### Routed clock nets over the placement, run 1

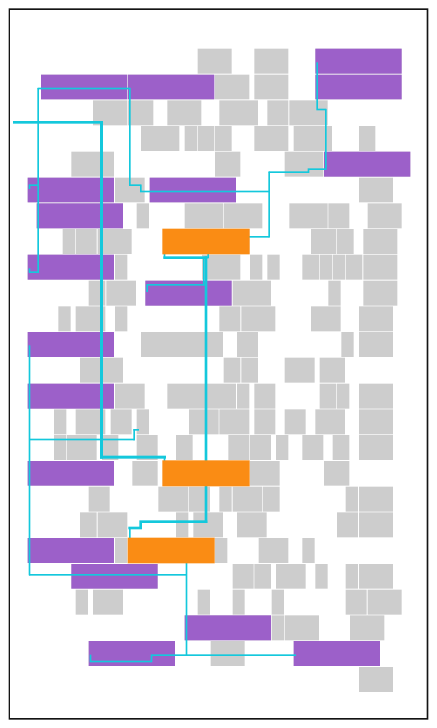
### Where the registers sit, run 1

The bar under the picture is 10 um long. Other sequential cells in the stronger gray, the rest of the logic in the fainter gray.
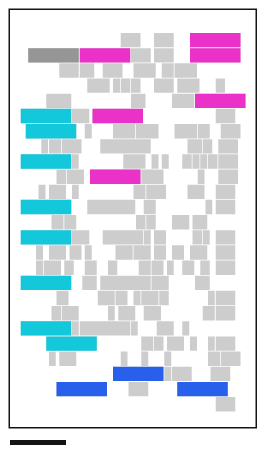
### Cells by drive strength, run 1

The bar under the picture is 10 um long.
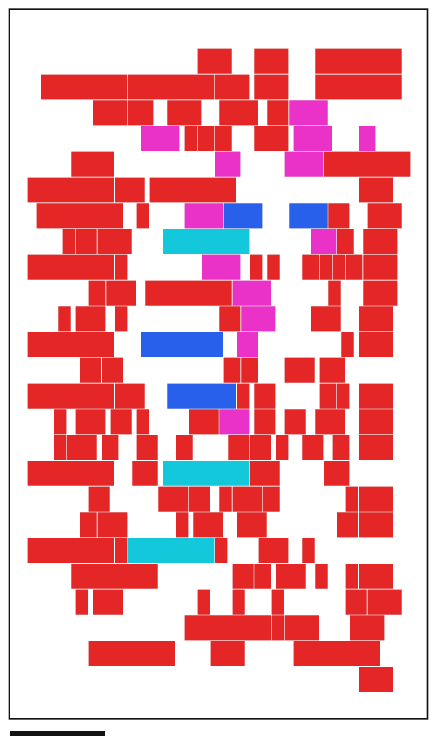
### Clock nets, run 1

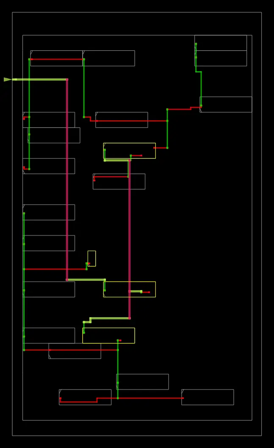
==> config.mk <==
export PLATFORM = sky130hd
export DESIGN_NAME = multicycle_ctrl
export DESIGN_NICKNAME = d
export VERILOG_FILES = /design/src/rtl/multicycle_ctrl.sv
export SDC_FILE = /design/constraint.sdc
export NUM_CORES = 1
export LEC_CHECK = 0
export CORE_ASPECT_RATIO = 1.75
export CORE_MARGIN = 1.5
export CORE_UTILIZATION = 40
export CTS_BUF_LIST = sky130_fd_sc_hd__clkbuf_16
export DETAILED_ROUTE_END_ITERATION = 7
export GPL_TIMING_DRIVEN = 0
export MAX_ROUTING_LAYER = met4
export PLACE_DENSITY_LB_ADDON = 0.08
export SLEW_MARGIN = 20
export SYNTH_ARGS = -nofsm -noshare
export SYNTH_HDL_FRONTEND = slang
export SYNTH_SLANG_ARGS = --single-unit
==> constraint.sdc <==
create_clock -name clk -period 5.3 [get_ports clk]
set_input_delay 1.06 -clock clk [delete_from_list [all_inputs] [get_ports clk]]
set_output_delay 1.06 -clock clk [all_outputs]
set_load 0.02 [all_outputs]
==> impl_metrics.ini, run 1 <==
; generated from flow reports
[detailed_routing]
routed_wl_um = 2770
remaining_drc_errors = 0
route.detailed.wl_per_inst_um = 15.3

[setup_path]
timing.critical_path.from_type = input port
worst-r2r-cell-count = 6

[layout]
insertedDiodeCount = 0
non_clock_inverter_count = 1
comb-cell-share_pct = 45.7
biggestCellCategory = logic gates
layout.clock.cell_area_share_pct = 5.12

[clocking]
clock_tree_from_tritoncts = yes
ctsHtreeMaxLevel = 1
ctsRootBufferMaster = clkbuf_16

[yosys]
synth.net_count = 136
netlist.top_cell.by_area = dfrtp_1
topCellsByArea = dfrtp_1 38%, mux2_2 6.7%, nor2_1 5.4%
async_reset_ff_share_pct = 100

[power_and_ir_drop]
power_switching_mw = 0.0580
comb_power_mw = 0.0134
power.internal_mw = 0.245
pwr_density_cell_nw_per_um2 = 197
peakVddDrop_v = 0.000218

[timing]
finalWorstPathRequiredPeriod_ps = 4190
clock-skew-final_ps = 2.76

[grt]
grt_start_max_net_pins = 23

[placement]
dp.final_hpwl_um = 2130

[outcome]
outcome = finished, final reports clean

[floorplan]
placementRows = 25
floorplan.die.width_um = 44.0
Notes on 'Routed clock nets over the placement' above:
[cyan] clock wires | length: 286 um
[orange] clock-net drivers | count: 3
[purple] flip-flops | count: 18
flops lie: all over the die
routed clock nets: 4
clock network fraction of design power: 50.2%
P_clk: 0.152 mW
clock insertion delay at the later pin of the skew report: 250 ps

Notes on 'Where the registers sit' above:
| color | netlist name | sequential cells |
|---|---|---|
| cyan | `wait_cnt` | 8 |
| blue | `state` | 3 |
| magenta | `op_q` | 6 |
not colored: 1
register fraction of the total cell area: 29.2%
Final Core Density: 56.0%
total sequential power: 0.138 mW
register area: 450 sq um

Notes on 'Cells by drive strength' above:
| color | size | cells |
|---|---|---|
| red | x1 and smaller | 134 |
| magenta | x2 | 13 |
| cyan | x6 and larger | 3 |
| blue | x3 and x4 | 4 |
count of plain and timing-repair buffers: 30
Setup WS post-layout: 1110 ps
cell area after layout: 1540 sq um

Notes on 'Clock nets' above:
seq_cells: 18
TritonCTS Buffers: 3
clock sink count: 18
Layout clock buffers: 3

-- run 1: cells by family (layout without fill, tap and decap cells) --
family	count (synthesis)	in the layout	share of synthesized area, %
AND-OR/OR-AND	20	20	13.2
multiplexers	8	8	7.55
buffers and inverters	6	35	2.02
flip-flops	18	18	38.3
XOR/XNOR	8	8	5.95
AND/OR/NAND/NOR	64	64	32.0
adder cells (fa/ha/maj)	1	1	1.06
-- run 1: per-stage QoR --
stage	power (mW)	area [sq um]	hold slack, ps	util, %	cells
after floorplan	0.142	1180	496	-	125
after global placement	0.153	1460	442	53.1	177
after detailed placement	0.154	1460	452	53.1	177
after CTS	0.308	1540	464	56.0	181
after global routing	0.314	1540	475	56.0	181
final	0.303	1540	459	56.0	181
-- run 1: worst max-delay path, cell delays in order --
cell and delay, ps:
clkdlybuf4s50_1 1090, nor4b_1 320, clkdlybuf4s50_1 650
-- run 1: cell usage in the layout, fill, tap and decap left out, types with 2 or more instances in the layout --
master / instances
nand4b_1: 2
nor3_1: 2
clkbuf_1: 4
o311ai_0: 2
nor2b_1: 4
nand3b_1: 2
xor2_1: 7
nand3_1: 5
and2_1: 3
and3_1: 2
clkbuf_16: 3
clkdlybuf4s50_1: 25
nand4_1: 3
nand2_1: 8
a21oi_1: 5
dfrtp_1: 18
mux2_2: 7
o21ai_0: 3
nor2_1: 17
nand2b_1: 3
-- run 1: per-layer routing --
layer | track usage, % | vias to the layer above | wire length [um]
met2 | 37.1 | 33 | 1550
met1 | 19.9 | 497 | 1040
met5 | - | - | 0
li1 | - | 519 | -
met4 | 11.1 | 0 | 75
met3 | 2.88 | 7 | 106
### Placement by cell class, run 1

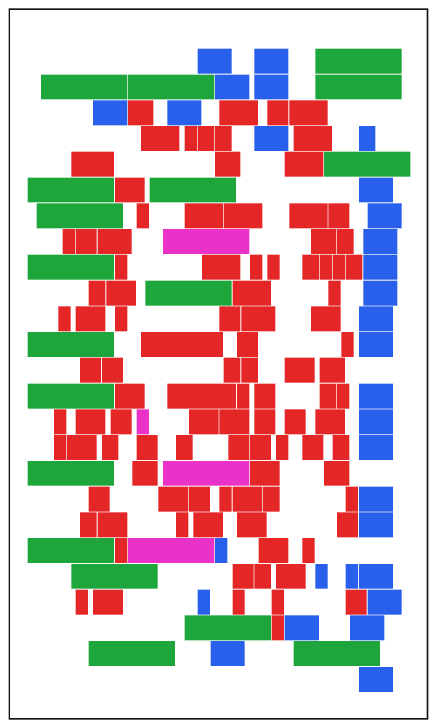

--- run 2 (diff from run 1) ---
Clock period 5.3 ns to 3.5 ns, I/O delays scaled along.
### Placement by cell class, run 2

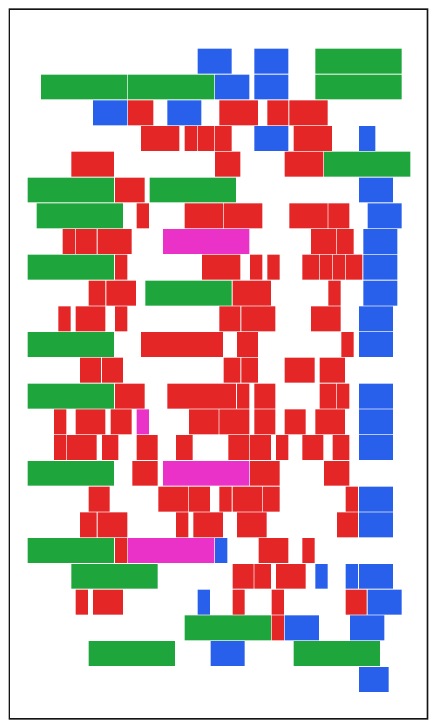
| color | class | cells | share of their area |
|---|---|---|---|
| blue | remaining buffers and delay cells | 30 | 18% |
| red | remaining logic cells | 102 | 47% |
| magenta | clock drivers and dummy loads | 4 | 5.2% |
| green | registers | 18 | 30% |
core area: 2750 sq um
cell area after layout: 1540 sq um
register fraction of the total cell area: 29.3%
site row count: 25
Final Core Density: 55.9%

==> run 2 against run 1 <==
Critical path depth rose by 3. Utilization hardly changed. Synthesized area unchanged. Sequential share of layout area barely moved. Cell count did not move. Wire length is essentially flat. Non-clock buffer count unchanged. Setup slack lost 900 ps. Total power rose by 51%. Critical endpoint unchanged. Largest power group unchanged.
==> impl_metrics.ini, run 2 <==
; generated from flow reports
[detailed_routing]
antenna_left = 0
met3RoutedLength_um = 106
remaining_drc_errors = 0
m1WireLength_um = 1040
dr.max_layer_used = met4
met2_length_um = 1550
routed_wl_um = 2760
route.detailed.wl_per_inst_um = 15.3

[floorplan]
floorplan.die.width_um = 44.0

[yosys]
top_cell = dfrtp_1
synth.net_count = 136
topCellsByArea = dfrtp_1 38%, mux2_2 6.7%, nor2_1 5.4%
yosys_warnings = 0
async_reset_ff_share_pct = 100
netlist.top_cell.by_area = dfrtp_1
synth_cell_type_count = 46

[layout]
insertedDiodeCount = 0
final_net_count = 166
final_layout_top_logic_cells = 24 x clkdlybuf4s50_1, 18 x dfrtp_1, 17 x nor2_1, 8 x nand2_1
flop_area_sq_um = 450

[clocking]
numClockSinks = 18
clkLatencyLatePin_ps = 250
ctsRootBufferMaster = clkbuf_16
clock_tree_from_tritoncts = yes
cts_made_buffers = 3

[power_and_ir_drop]
pwr_density_cell_nw_per_um2 = 298
peakVddDrop_v = 0.000331
p_total_mw = 0.458

[placement]
post_dp_area_sq_um = 1460
dp.final_hpwl_um = 2130

[grt]
grt_start_max_net_pins = 23

[timing]
maxSlewHeadroom_pct = 37.2
finalWorstPathRequiredPeriod_ps = 3280
final_min_period_over_clock_period_pct = 93.9
fin_ws_ps = 215
finalHoldViolCount = 0
clock-skew-final_ps = 2.76

[setup_path]
reg2reg_setup_slack_ps = 1540
timing.critical_path.from_type = register
worst-r2r-cell-count = 6

[job]
number_of_max_cap_violations = 0

[outcome]
outcome = finished, final reports clean
[run 2: where the power goes]
group          internal, mW  switching, mW  total (mW)
clock                 0.152         0.0782       0.230
sequential            0.208              0       0.208
combinational        0.0102        0.00968      0.0199
[run 2: cell type report]
class,instances,area share [%]
inverter,1,0.244
buffer,5,1.30
tap,27,2.20
timing repair buffer,25,16.2
sequential,18,29.3
multi-input combinational,101,45.7
clock inverter,1,0.244
clock buffer,3,4.88
[run 2: through the flow]
step / hold slack [ps] / utilization, % / cells
after floorplan: 404 / - / 125
after global placement: 442 / 53.1 / 177
after detailed placement: 452 / 53.1 / 177
after CTS: 464 / 55.9 / 181
after global routing: 475 / 55.9 / 181
final: 459 / 55.9 / 181
[run 2: logic make-up (layout without fill, tap and decap cells)]
group | after synthesis | after routing | synth area share, %
simple gates | 64 | 64 | 32.0
flops | 18 | 18 | 38.3
buf+inv | 6 | 35 | 2.02
compound gates | 20 | 20 | 13.2
fa+ha+maj | 1 | 1 | 1.06
mux | 8 | 8 | 7.55
xor+xnor | 8 | 8 | 5.95
[run 2: worst max-delay path, cell delays in order (launching register included)]
cell             delay (ps)
dfrtp_1                 400
or3_4                   400
or3b_4                  430
nor2_1                  130
a21oi_1                  80
nor4b_1                 250
clkdlybuf4s50_1         650
[run 2: metal layers]
layer	GRT usage, %	up-vias
met1	19.9	497
li1	-	519
met5	-	-
met2	37.1	33
met3	2.88	7
met4	11.1	0
No activity file was given, so power comes from the tool's default toggle rates.
